<file path="src/rtl/vend_pkg.sv">
// Shared types and helpers for the credit-accumulating vending controller.
package vend_pkg;

    typedef enum logic {VEND, REFUND} state_t;

    typedef enum logic [1:0] {COIN_NONE, COIN_1, COIN_2, COIN_3} coin_t;

    function automatic int coin_value(input logic [1:0] code,
                                      input int v1, input int v2, input int v3);
        case (coin_t'(code))
            COIN_1:  return v1;
            COIN_2:  return v2;
            COIN_3:  return v3;
            default: return 0;
        endcase
    endfunction

endpackage

</file>
<file path="src/rtl/vend_stock_ctr.sv">
// Item stock counter: reload to full, decrement per dispensed item, sold-out flag.
module vend_stock_ctr #(
    parameter int STOCK_DEPTH = 3,
    parameter int STOCK_W     = $clog2(STOCK_DEPTH + 1)
) (
    input  logic               clock,
    input  logic               reset,
    input  logic               dec,
    input  logic               reload,
    output logic [STOCK_W-1:0] stock,
    output logic               sold_out
);

    logic [STOCK_W-1:0] stock_nxt;

    always_comb begin
        stock_nxt = stock;
        if (reload)
            stock_nxt = STOCK_W'(STOCK_DEPTH);
        else if (dec && stock != '0)
            stock_nxt = stock - STOCK_W'(1);
    end

    // sold_out tracks the value being loaded so it always matches the stock register
    always_ff @(posedge clock or posedge reset) begin
        if (reset) begin
            stock    <= STOCK_W'(STOCK_DEPTH);
            sold_out <= 1'b0;
        end else begin
            stock    <= stock_nxt;
            sold_out <= (stock_nxt == '0);
        end
    end

endmodule

</file>
<file path="src/rtl/vend_credit_ctrl.sv">
// Vending controller: saturating credit, one drop per cycle, unit-pulse refund.
//   state  | meaning
//   VEND   | accept coins, dispense while credit covers PRICE
//   REFUND | pay back credit one unit per cycle, reject coins
module vend_credit_ctrl
    import vend_pkg::*;
#(
    parameter int PRICE       = 4,
    parameter int COIN1_VAL   = 1,
    parameter int COIN2_VAL   = 3,
    parameter int COIN3_VAL   = 5,
    parameter int CREDIT_W    = 4,
    parameter int STOCK_DEPTH = 3,
    parameter int STOCK_W     = $clog2(STOCK_DEPTH + 1)
) (
    input  logic                clock,
    input  logic                reset,
    input  logic [1:0]          coin,
    input  logic                refund,
    input  logic                restock,
    output logic                drop,
    output logic                change,
    output logic                coin_reject,
    output logic                sold_out,
    output logic [CREDIT_W-1:0] credit,
    output logic [STOCK_W-1:0]  stock
);

    localparam logic [CREDIT_W:0] PRICE_X = (CREDIT_W + 1)'(PRICE);
    localparam logic [CREDIT_W:0] CMAX    = {1'b0, {CREDIT_W{1'b1}}};

    state_t              state, state_nxt;
    logic [CREDIT_W-1:0] credit_nxt;
    logic                drop_nxt, change_nxt, reject_nxt, do_reload;
    logic [CREDIT_W:0]   cv, cand, cand_less;
    logic                coin_nz;

    assign coin_nz   = (coin != 2'b00);
    assign cv        = (CREDIT_W + 1)'(coin_value(coin, COIN1_VAL, COIN2_VAL, COIN3_VAL));
    assign cand      = {1'b0, credit} + cv;
    assign cand_less = cand - PRICE_X;

    always_comb begin
        state_nxt  = state;
        credit_nxt = credit;
        drop_nxt   = 1'b0;
        change_nxt = 1'b0;
        reject_nxt = 1'b0;
        do_reload  = restock;
        case (state)
            VEND: begin
                if (refund && (credit != '0 || coin_nz)) begin
                    state_nxt  = REFUND;
                    reject_nxt = coin_nz;
                    do_reload  = 1'b0;
                end else if (restock) begin
                    if (cand > CMAX) reject_nxt = 1'b1;
                    else             credit_nxt = cand[CREDIT_W-1:0];
                end else if (cand >= PRICE_X && stock != '0) begin
                    if (cand_less > CMAX) begin
                        // coin would overflow: drop only on credit already held
                        reject_nxt = 1'b1;
                        if ({1'b0, credit} >= PRICE_X) begin
                            drop_nxt   = 1'b1;
                            credit_nxt = credit - PRICE_X[CREDIT_W-1:0];
                        end
                    end else begin
                        drop_nxt   = 1'b1;
                        credit_nxt = cand_less[CREDIT_W-1:0];
                    end
                end else if (cand > CMAX) begin
                    reject_nxt = 1'b1;
                end else begin
                    credit_nxt = cand[CREDIT_W-1:0];
                end
            end
            REFUND: begin
                reject_nxt = coin_nz;
                if (credit != '0) begin
                    credit_nxt = credit - CREDIT_W'(1);
                    change_nxt = 1'b1;
                end
                if (credit <= CREDIT_W'(1)) state_nxt = VEND;
            end
            default: state_nxt = VEND;
        endcase
    end

    always_ff @(posedge clock or posedge reset) begin
        if (reset) begin
            state       <= VEND;
            credit      <= '0;
            drop        <= 1'b0;
            change      <= 1'b0;
            coin_reject <= 1'b0;
        end else begin
            state       <= state_nxt;
            credit      <= credit_nxt;
            drop        <= drop_nxt;
            change      <= change_nxt;
            coin_reject <= reject_nxt;
        end
    end

    vend_stock_ctr #(
        .STOCK_DEPTH (STOCK_DEPTH),
        .STOCK_W     (STOCK_W)
    ) u_stock (
        .clock    (clock),
        .reset    (reset),
        .dec      (drop_nxt),
        .reload   (do_reload),
        .stock    (stock),
        .sold_out (sold_out)
    );

endmodule

</file>
<file path="config.mk">
export PLATFORM = sky130hd
export DESIGN_NAME = vend_credit_ctrl
export DESIGN_NICKNAME = d
export VERILOG_FILES = /design/src/rtl/vend_pkg.sv /design/src/rtl/vend_stock_ctr.sv /design/src/rtl/vend_credit_ctrl.sv
export SDC_FILE = /design/constraint.sdc
export NUM_CORES = 1
export LEC_CHECK = 0
export ABC_CLOCK_PERIOD_IN_PS = 3000
export CORE_ASPECT_RATIO = 0.6
export CORE_UTILIZATION = 48
export CTS_CLUSTER_SIZE = 8
export DETAILED_ROUTE_END_ITERATION = 12
export PLACE_DENSITY = 0.76
export SLEW_MARGIN = 10
export SYNTH_ARGS = -nofsm -noshare
export SYNTH_HDL_FRONTEND = slang
export SYNTH_SLANG_ARGS = --single-unit
</file>
<file path="constraint.sdc">
create_clock -name clock -period 3 [get_ports clock]
set_input_delay 0.45 -clock clock [delete_from_list [all_inputs] [get_ports clock]]
set_output_delay 0.45 -clock clock [all_outputs]
set_load 0.02 [all_outputs]
</file>
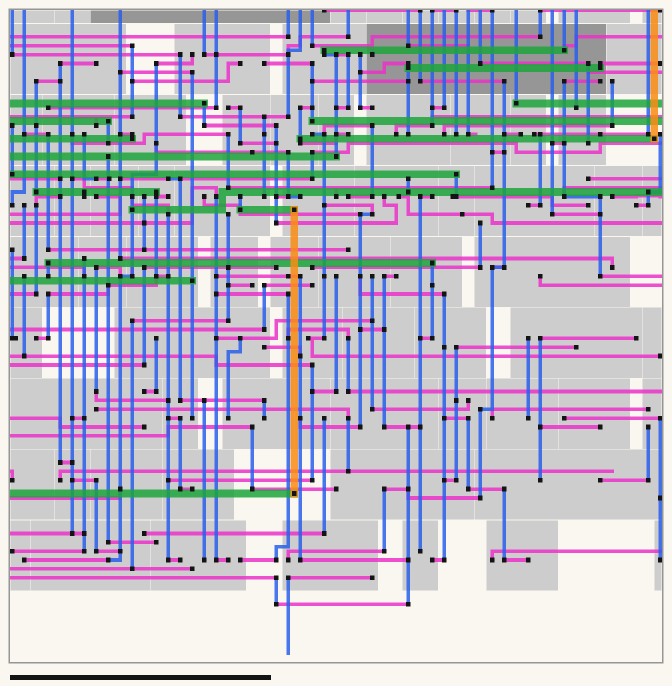
Run 1: a small window of the routed layout
The bar under the picture is 10 µm long. Window x 19 to 44, y 0 to 25 µm. Cells in gray, sequential cells in the stronger gray; small squares are vias.
legend:
  M2:
    color: blue
  M1:
    color: magenta
  M4:
    color: orange
  M3:
    color: green
most frequent: buf_4 (12)
cells with their middle in the window: 54
sequential cells in the window: 1
netlist names of flops here include: credit (1)

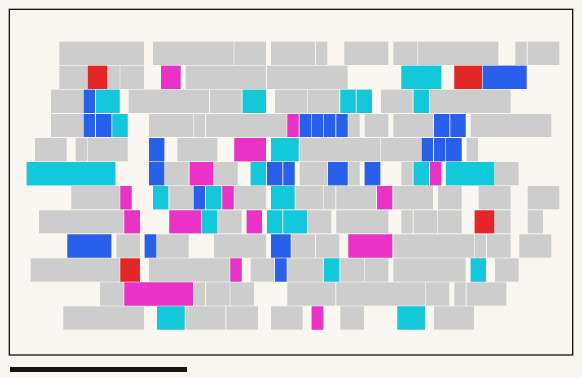
Run 1: gate-type map
The bar under the picture is 20 µm long.
legend:
  and/or cells:
    color: red
    cells: 4
  nor cells:
    color: magenta
    cells: 15
    most_used: nor2_1
  nand cells:
    color: blue
    cells: 24
    most_used: nand2_1
  aoi and oai cells:
    color: cyan
    cells: 22
    most_used: o21ai_0

==> results.txt, run 1 <==
status - completed
post-cts sizing count - 14
initial antenna violation count - 0
Reg-to-Reg End - credit[2]
Post-Syn Nets - 138
Yosys Instances - 119
Gate Area - 837 µm²
CP required - 3.13 ns
Synth Area in Simple Gates - 22.0%
DP Worst Slack - -0.610 ns
Ys Warns - 0
area grow syn2layout - 43.3%
# diodes - 0
Top Registers - credit x4, u_stock.stock x2
CP most frequent cell - ha_4
die area - 0.00247 mm²
max_slew headroom - 70.9%
dpl hpwl - 2180 µm
fmax - 348 MHz
data arrival time of the critical path - 3.00 ns
CTS Hold Bufs - 0
unrepaired setup endpoints after global routing - no
logic share of the area - 53.6%
Well Taps - 28
core utilization at floorplan - 54.9%
Slew Viols, Final - 0
max cap viols - 0
largest net degree at the start of global routing - 13
Final nets - 179
vias in the first global route - 1068
number of synthesized register bits - 11
CP cell instances - buf_2 > or2_4 > ha_4 > a21o_1 > a21oi_2 > xnor2_2 > inv_2 > ha_4 > nor4_4 > nand2b_4 > a31o_2 > o311a_1 > a2111oi_2
# clk buffers - 4
met2 track demand over resource - 45.7%
area of the core - 0.00198 mm²
Post-synth top flop - dfrtp_1
top layer used by detailed routing - met4
Flop area - 278 µm²
non-clk buf share - 20.3%
Stages on worst setup path - 13
Crit Path Category - primary input to flip-flop
CTS Sinks - 11
Yosys cell types - 45
endpoints failing setup - 0
Chip Area, Yosys - 0.00109 mm²
largest reg by FF count - credit
WP buf/inv - 2
Tot GR Track Use - 28.2%
num ports - 16
WL per Instance - 15.9 µm
final wirelength - 2980 µm
Crit path largest cell delay - 0.38 ns
final core area utilization - 78.7%
Post-CTS Setup Repair Bufs - 4
Hold WS - 0.515 ns
end of the critical path - credit[2]
critical path startpoint - coin[1]
first-pass GRT wire length - 5000 µm
most instantiated logic cells after routing - 22 x buf_4, 13 x clkdlybuf4s50_1, 12 x nand2_1
chip width - 63.5 µm
most frequent logic cell in the layout - buf_4
CTS root buf - clkbuf_8
Tmin final - 2.87 ns
met3 usage in global routing - 10.9%
Final Hold Vio Count - 0
FFs w/ async S/R, synth - 100%
Top Family by Delay on Critical Path - AND-OR/OR-AND gates
CTS tree - built
Seq/total area - 17.8%
Post-Synth AOI/OAI Area - 23.2%
First-pass DRT Iterations - 4
comb area leader - AND-OR/OR-AND gates
met1 WL - 1350 µm
row cnt - 12
r2r setup slk - 0.19 ns
clk slew on worst S/H paths - 0.05 ns
Clock buffers and inverters, area share - 2.89%
setup TNS - 0 ns
CP startpoint kind - primary input
Final WS setup - 0.126 ns
Synth Instances - 119
gr ovfl total - 0
Avg Inst Size Synth - 9.15 µm²
vias per inst - 5.73
max FFs per register - 4
IO buf count - 15
Non-clk bufs - 38
placed cells - 180
HP Class - primary input to asynchronous set/reset pin
Worst-Skew Late Latency - 0.24 ns
Final ANT Viol Nets - 0
Post-Syn Area - 0.00109 mm²
FF-to-FF Start - credit[1]
WL met3 - 285 µm
# fillers - 123
cell area after layout - 0.00156 mm²
layout cells sized above 1 - 34.6%
r2r worst-path depth - 11
CTS Buf Count - 3
GRT busiest layer - met2
CP Capture Type - flip-flop
Post-Synth XOR/XNOR Area - 7.13%
Max-area cell class - multi-input combinational cells
chip height - 38.9 µm
Max H-tree Level - 1
registers - 11
DR WL met2 - 1320 µm
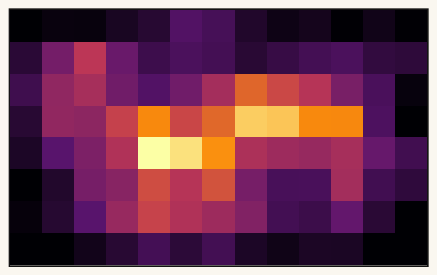
Run 1: wiring heat map
The die is cut into 13 by 8 equal tiles; black is low, pale yellow is high, scaled to the fullest tile. Values are wire area over tile area, all layers added.
emptiest ninth of the die: bottom right
densest ninth of the die: middle
nearly empty tiles: 11%

-- run 1: cells in the mapped netlist, types with 3 or more instances --
cell type | count | area share, %
nor2_1 | 6 | 2.1
o21ai_0 | 6 | 2.8
nand3_1 | 8 | 3.7
nand2_1 | 12 | 4.1
nor3_1 | 5 | 2.3
ha_1 | 12 | 14
a21oi_1 | 5 | 2.3
nand2b_1 | 3 | 1.7
dfrtp_1 | 9 | 21
inv_1 | 12 | 4.1
--- run 2 (diff from run 1) ---
--- a/config.mk
+++ b/config.mk
@@ -11,7 +11,7 @@
 export CTS_CLUSTER_SIZE = 8
 export DETAILED_ROUTE_END_ITERATION = 12
 export PLACE_DENSITY = 0.76
-export SLEW_MARGIN = 10
+export SLEW_MARGIN = 40
 export SYNTH_ARGS = -nofsm -noshare
 export SYNTH_HDL_FRONTEND = slang
 export SYNTH_SLANG_ARGS = --single-unit
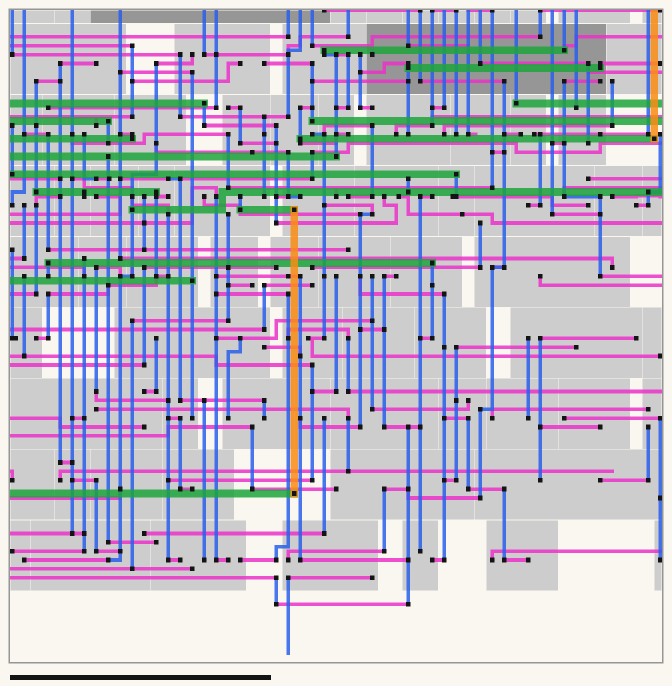
Run 2: a small window of the routed layout
The bar under the picture is 10 µm long. Window x 19 to 44, y 0 to 25 µm. Cells in gray, sequential cells in the stronger gray; small squares are vias.
legend:
  M4:
    color: orange
  M1:
    color: magenta
  M2:
    color: blue
  M3:
    color: green
sequential cells in the window: 1
cells with their middle in the window: 54
netlist names of flops here include: credit (1)
most frequent: buf_4 (12)

==> results.txt, run 2 <==
status - completed
Top Family by Delay on Critical Path - AND-OR/OR-AND gates
Post-Synth AOI/OAI Area - 23.2%
number of synthesized register bits - 11
Reg-to-Reg End - credit[2]
most instantiated logic cells after routing - 22 x buf_4, 13 x clkdlybuf4s50_1, 12 x nand2_1
vias in the first global route - 1068
WP buf/inv - 2
largest net degree at the start of global routing - 13
# fillers - 123
DP Worst Slack - -0.610 ns
endpoints failing setup - 0
end of the critical path - credit[2]
WL per Instance - 15.9 µm
First-pass DRT Iterations - 4
max_slew headroom - 70.9%
max FFs per register - 4
r2r setup slk - 0.19 ns
Yosys Instances - 119
HP Class - primary input to asynchronous set/reset pin
Chip Area, Yosys - 0.00109 mm²
placed cells - 180
Avg Inst Size Synth - 9.15 µm²
Final ANT Viol Nets - 0
Post-Syn Nets - 138
Top cells by area - dfrtp_1 21%, ha_1 14%, dfstp_2 4.8%, inv_1 4.1%, nand2_1 4.1%
max cap viols - 0
Synth Instances - 119
final core area utilization - 78.7%
Worst-Skew Late Latency - 0.24 ns
core utilization at floorplan - 54.9%
row cnt - 12
Yosys cell types - 45
largest reg by FF count - credit
clk slew on worst S/H paths - 0.05 ns
Placed Area - 0.00142 mm²
# diodes - 0
CTS Buf Count - 3
gr ovfl total - 0
CP required - 3.13 ns
CTS Sinks - 11
Hold WS - 0.515 ns
Final WS setup - 0.126 ns
initial antenna violation count - 0
CP startpoint kind - primary input
chip width - 63.5 µm
die area - 0.00247 mm²
cell area after layout - 0.00156 mm²
vias per inst - 5.73
Synth top area share - 20.7%
final wirelength - 2980 µm
setup TNS - 0 ns
Synth Area in Simple Gates - 22.0%
r2r worst-path depth - 11
Crit Path Category - primary input to flip-flop
area of the core - 0.00198 mm²
first-pass GRT wire length - 5000 µm
Final nets - 179
dpl hpwl - 2180 µm
Stages on worst setup path - 13
unrepaired setup endpoints after global routing - no
Slew Viols, Final - 0
num ports - 16
Post-synth top flop - dfrtp_1
largest area contributor in the netlist - dfrtp_1
IO buf count - 15
Crit path largest cell delay - 0.38 ns
fmax - 348 MHz
Ys Warns - 0
CTS tree - built
FFs w/ async S/R, synth - 100%
layout cells sized above 1 - 34.6%
Synth top cells by count - 12 x ha_1, 12 x inv_1, 12 x nand2_1, 9 x dfrtp_1, 8 x nand3_1
## run 2: cell counts in the layout (fill, tap and decap cells not counted)
Identical to the previous run, type by type.
## run 2: per-layer routing
metal / wire (µm) / track usage [%] / vias up
met5: 0 / 0 / -
met4: 19 / 5.68 / 0
met3: 285 / 10.9 / 4
met2: 1320 / 45.7 / 57
met1: 1350 / 36.2 / 506
li1: - / - / 505
## run 2: area by class of cell
cell class                 instances  area (µm²)  share of cell area [%]
clock buffer                       4        45.0                    2.89
sequential                        11         278                    17.8
timing repair buffer              38         317                    20.3
tap                               28        35.0                    2.25
inverter                          13        48.8                    3.13
multi-input combinational         93         837                    53.6
## run 2: timing repair
action | in CTS | in global routing
pin swaps | 9 | 7
setup buffers | 4 | 0
endpoints found under the setup margin | 9 | 7
hold buffers | 0 | 0
gates resized | 14 | 8
Run 2, wiring heat map:
The die is cut into 13 by 8 equal tiles; black is low, pale yellow is high, scaled to the fullest tile. Values are wire area over tile area, all layers added.
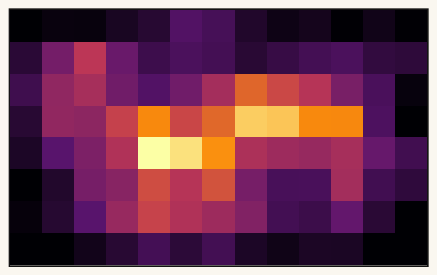

--- run 3 (diff from run 2) ---
--- a/config.mk
+++ b/config.mk
@@ -6,11 +6,11 @@
 export NUM_CORES = 1
 export LEC_CHECK = 0
 export ABC_CLOCK_PERIOD_IN_PS = 3000
-export CORE_ASPECT_RATIO = 0.6
 export CORE_UTILIZATION = 48
-export CTS_CLUSTER_SIZE = 8
+export CTS_CLUSTER_SIZE = 12
 export DETAILED_ROUTE_END_ITERATION = 12
 export PLACE_DENSITY = 0.76
+export RECOVER_POWER = 100
 export SLEW_MARGIN = 40
 export SYNTH_ARGS = -nofsm -noshare
 export SYNTH_HDL_FRONTEND = slang
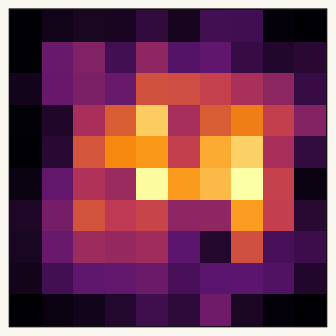
Run 3: wiring heat map
The die is cut into 10 by 10 equal tiles; black is low, pale yellow is high, scaled to the fullest tile. Values are wire area over tile area, all layers added.
densest ninth of the die: middle
mean over tiles: 0.17
fullest tile: 0.55
nearly empty tiles: 9.0%
tiles over half the peak: 25%

==> results.txt, run 3 <==
status - completed
critical path startpoint - coin[1]
Synth Area in Simple Gates - 22.0%
Non-clk bufs - 34
Seq/total area - 18.9%
clk slew on worst S/H paths - 0.07 ns
largest net degree at the start of global routing - 13
Post-synth top flop - dfrtp_1
met3 usage in global routing - 2.78%
vias in the first global route - 1055
CTS root buf - clkbuf_4
vias per inst - 5.55
Post-CTS Setup Repair Bufs - 1
Final ANT Viol Nets - 0
Avg Inst Size Synth - 9.15 µm²
comb area leader - AND-OR/OR-AND gates
cell area after layout - 0.00147 mm²
Synth top area share - 20.7%
Tot GR Track Use - 25.9%
Yosys Instances - 119
CP cell instances - clkbuf_2 > or2_1 > ha_2 > inv_1 > fa_2 > xor2_4 > inv_2 > ha_1 > nor3_2 > nand2_1 > a311o_1 > o21a_1 > o211ai_2
max_slew headroom - 68.5%
Post-Synth XOR/XNOR Area - 7.13%
CTS Sinks - 11
most frequent logic cell in the layout - buf_4
first-pass GRT wire length - 4770 µm
Max H-tree Level - 1
Ys Warns - 0
num ports - 16
# fillers - 160
WL met3 - 82 µm
Tmin final - 2.86 ns
most instantiated logic cells after routing - 19 x buf_4, 12 x nand2_1, 11 x dlygate4sd3_1
CP startpoint kind - primary input
dpl hpwl - 2090 µm
count of non-CTS inverters in the layout - 13
Slew Viols, Final - 0
initial antenna violation count - 0
gr ovfl total - 0
Top cells by area - dfrtp_1 21%, ha_1 14%, dfstp_2 4.8%, inv_1 4.1%, nand2_1 4.1%
Placed Area - 0.00141 mm²
area grow syn2layout - 34.9%
WL per Instance - 15.1 µm
fmax - 350 MHz
logic share of the area - 54.4%
max cap viols - 0
Worst-Skew Late Latency - 0.27 ns
setup TNS - 0 ns
largest reg by FF count - credit
Top Registers - credit x4, u_stock.stock x2
DR WL met2 - 1400 µm
GRT busiest layer - met2
met2 track demand over resource - 46.8%
Multi-Input Combinational - 93
Chip Area, Yosys - 0.00109 mm²
Clock buffers and inverters, area share - 1.79%
largest area contributor in the netlist - dfrtp_1
non-clk buf share - 19.3%
unrepaired setup endpoints after global routing - no
core utilization at floorplan - 53.3%
First-pass DRT Iterations - 4
CTS tree - built
max FFs per register - 4
row cnt - 16
# diodes - 0
CTS Hold Bufs - 0
r2r setup slk - 0.20 ns
number of synthesized register bits - 11
die area - 0.00246 mm²
chip width - 49.6 µm
# clk buffers - 4
r2r worst-path depth - 11
Final nets - 175
Synth top cells by count - 12 x ha_1, 12 x inv_1, 12 x nand2_1, 9 x dfrtp_1, 8 x nand3_1
post-cts sizing count - 12
CP required - 3.20 ns
Max-area cell class - multi-input combinational cells
Hold WS - 0.580 ns
HP Class - flip-flop to flip-flop
Final Hold Vio Count - 0
end of the critical path - credit[0]
top layer used by detailed routing - met4
CTS Buf Count - 3
Synth Instances - 119
Post-Syn Nets - 138
Crit path largest cell delay - 0.44 ns
run 3: netlist changes by cell type in the layout (fill, tap and decap cells not counted), sizes merged:
cell | before | now
buf | 24 | 19
clkbuf | 5 | 6
clkdlybuf4s50 | 13 | 2
dlygate4sd3 | 0 | 11
run 3: stage by stage:
step | std cells | utilization (%) | setup WS, ns
finish | 182 | 71.9 | 0.140
global route | 182 | 71.9 | 0.0286
CTS | 183 | 72.4 | 0.0193
detailed placement | 178 | 68.9 | -0.632
global placement | 178 | 68.9 | -0.520
floorplan | 119 | - | 0.00736
run 3: cells by family (layout without fill, tap and decap cells):
group	count (synthesis)	after routing
mux	1	1
simple gates	43	43
flops	11	11
compound gates	31	31
fa+ha+maj	13	13
xor+xnor	5	5
buf+inv	15	51
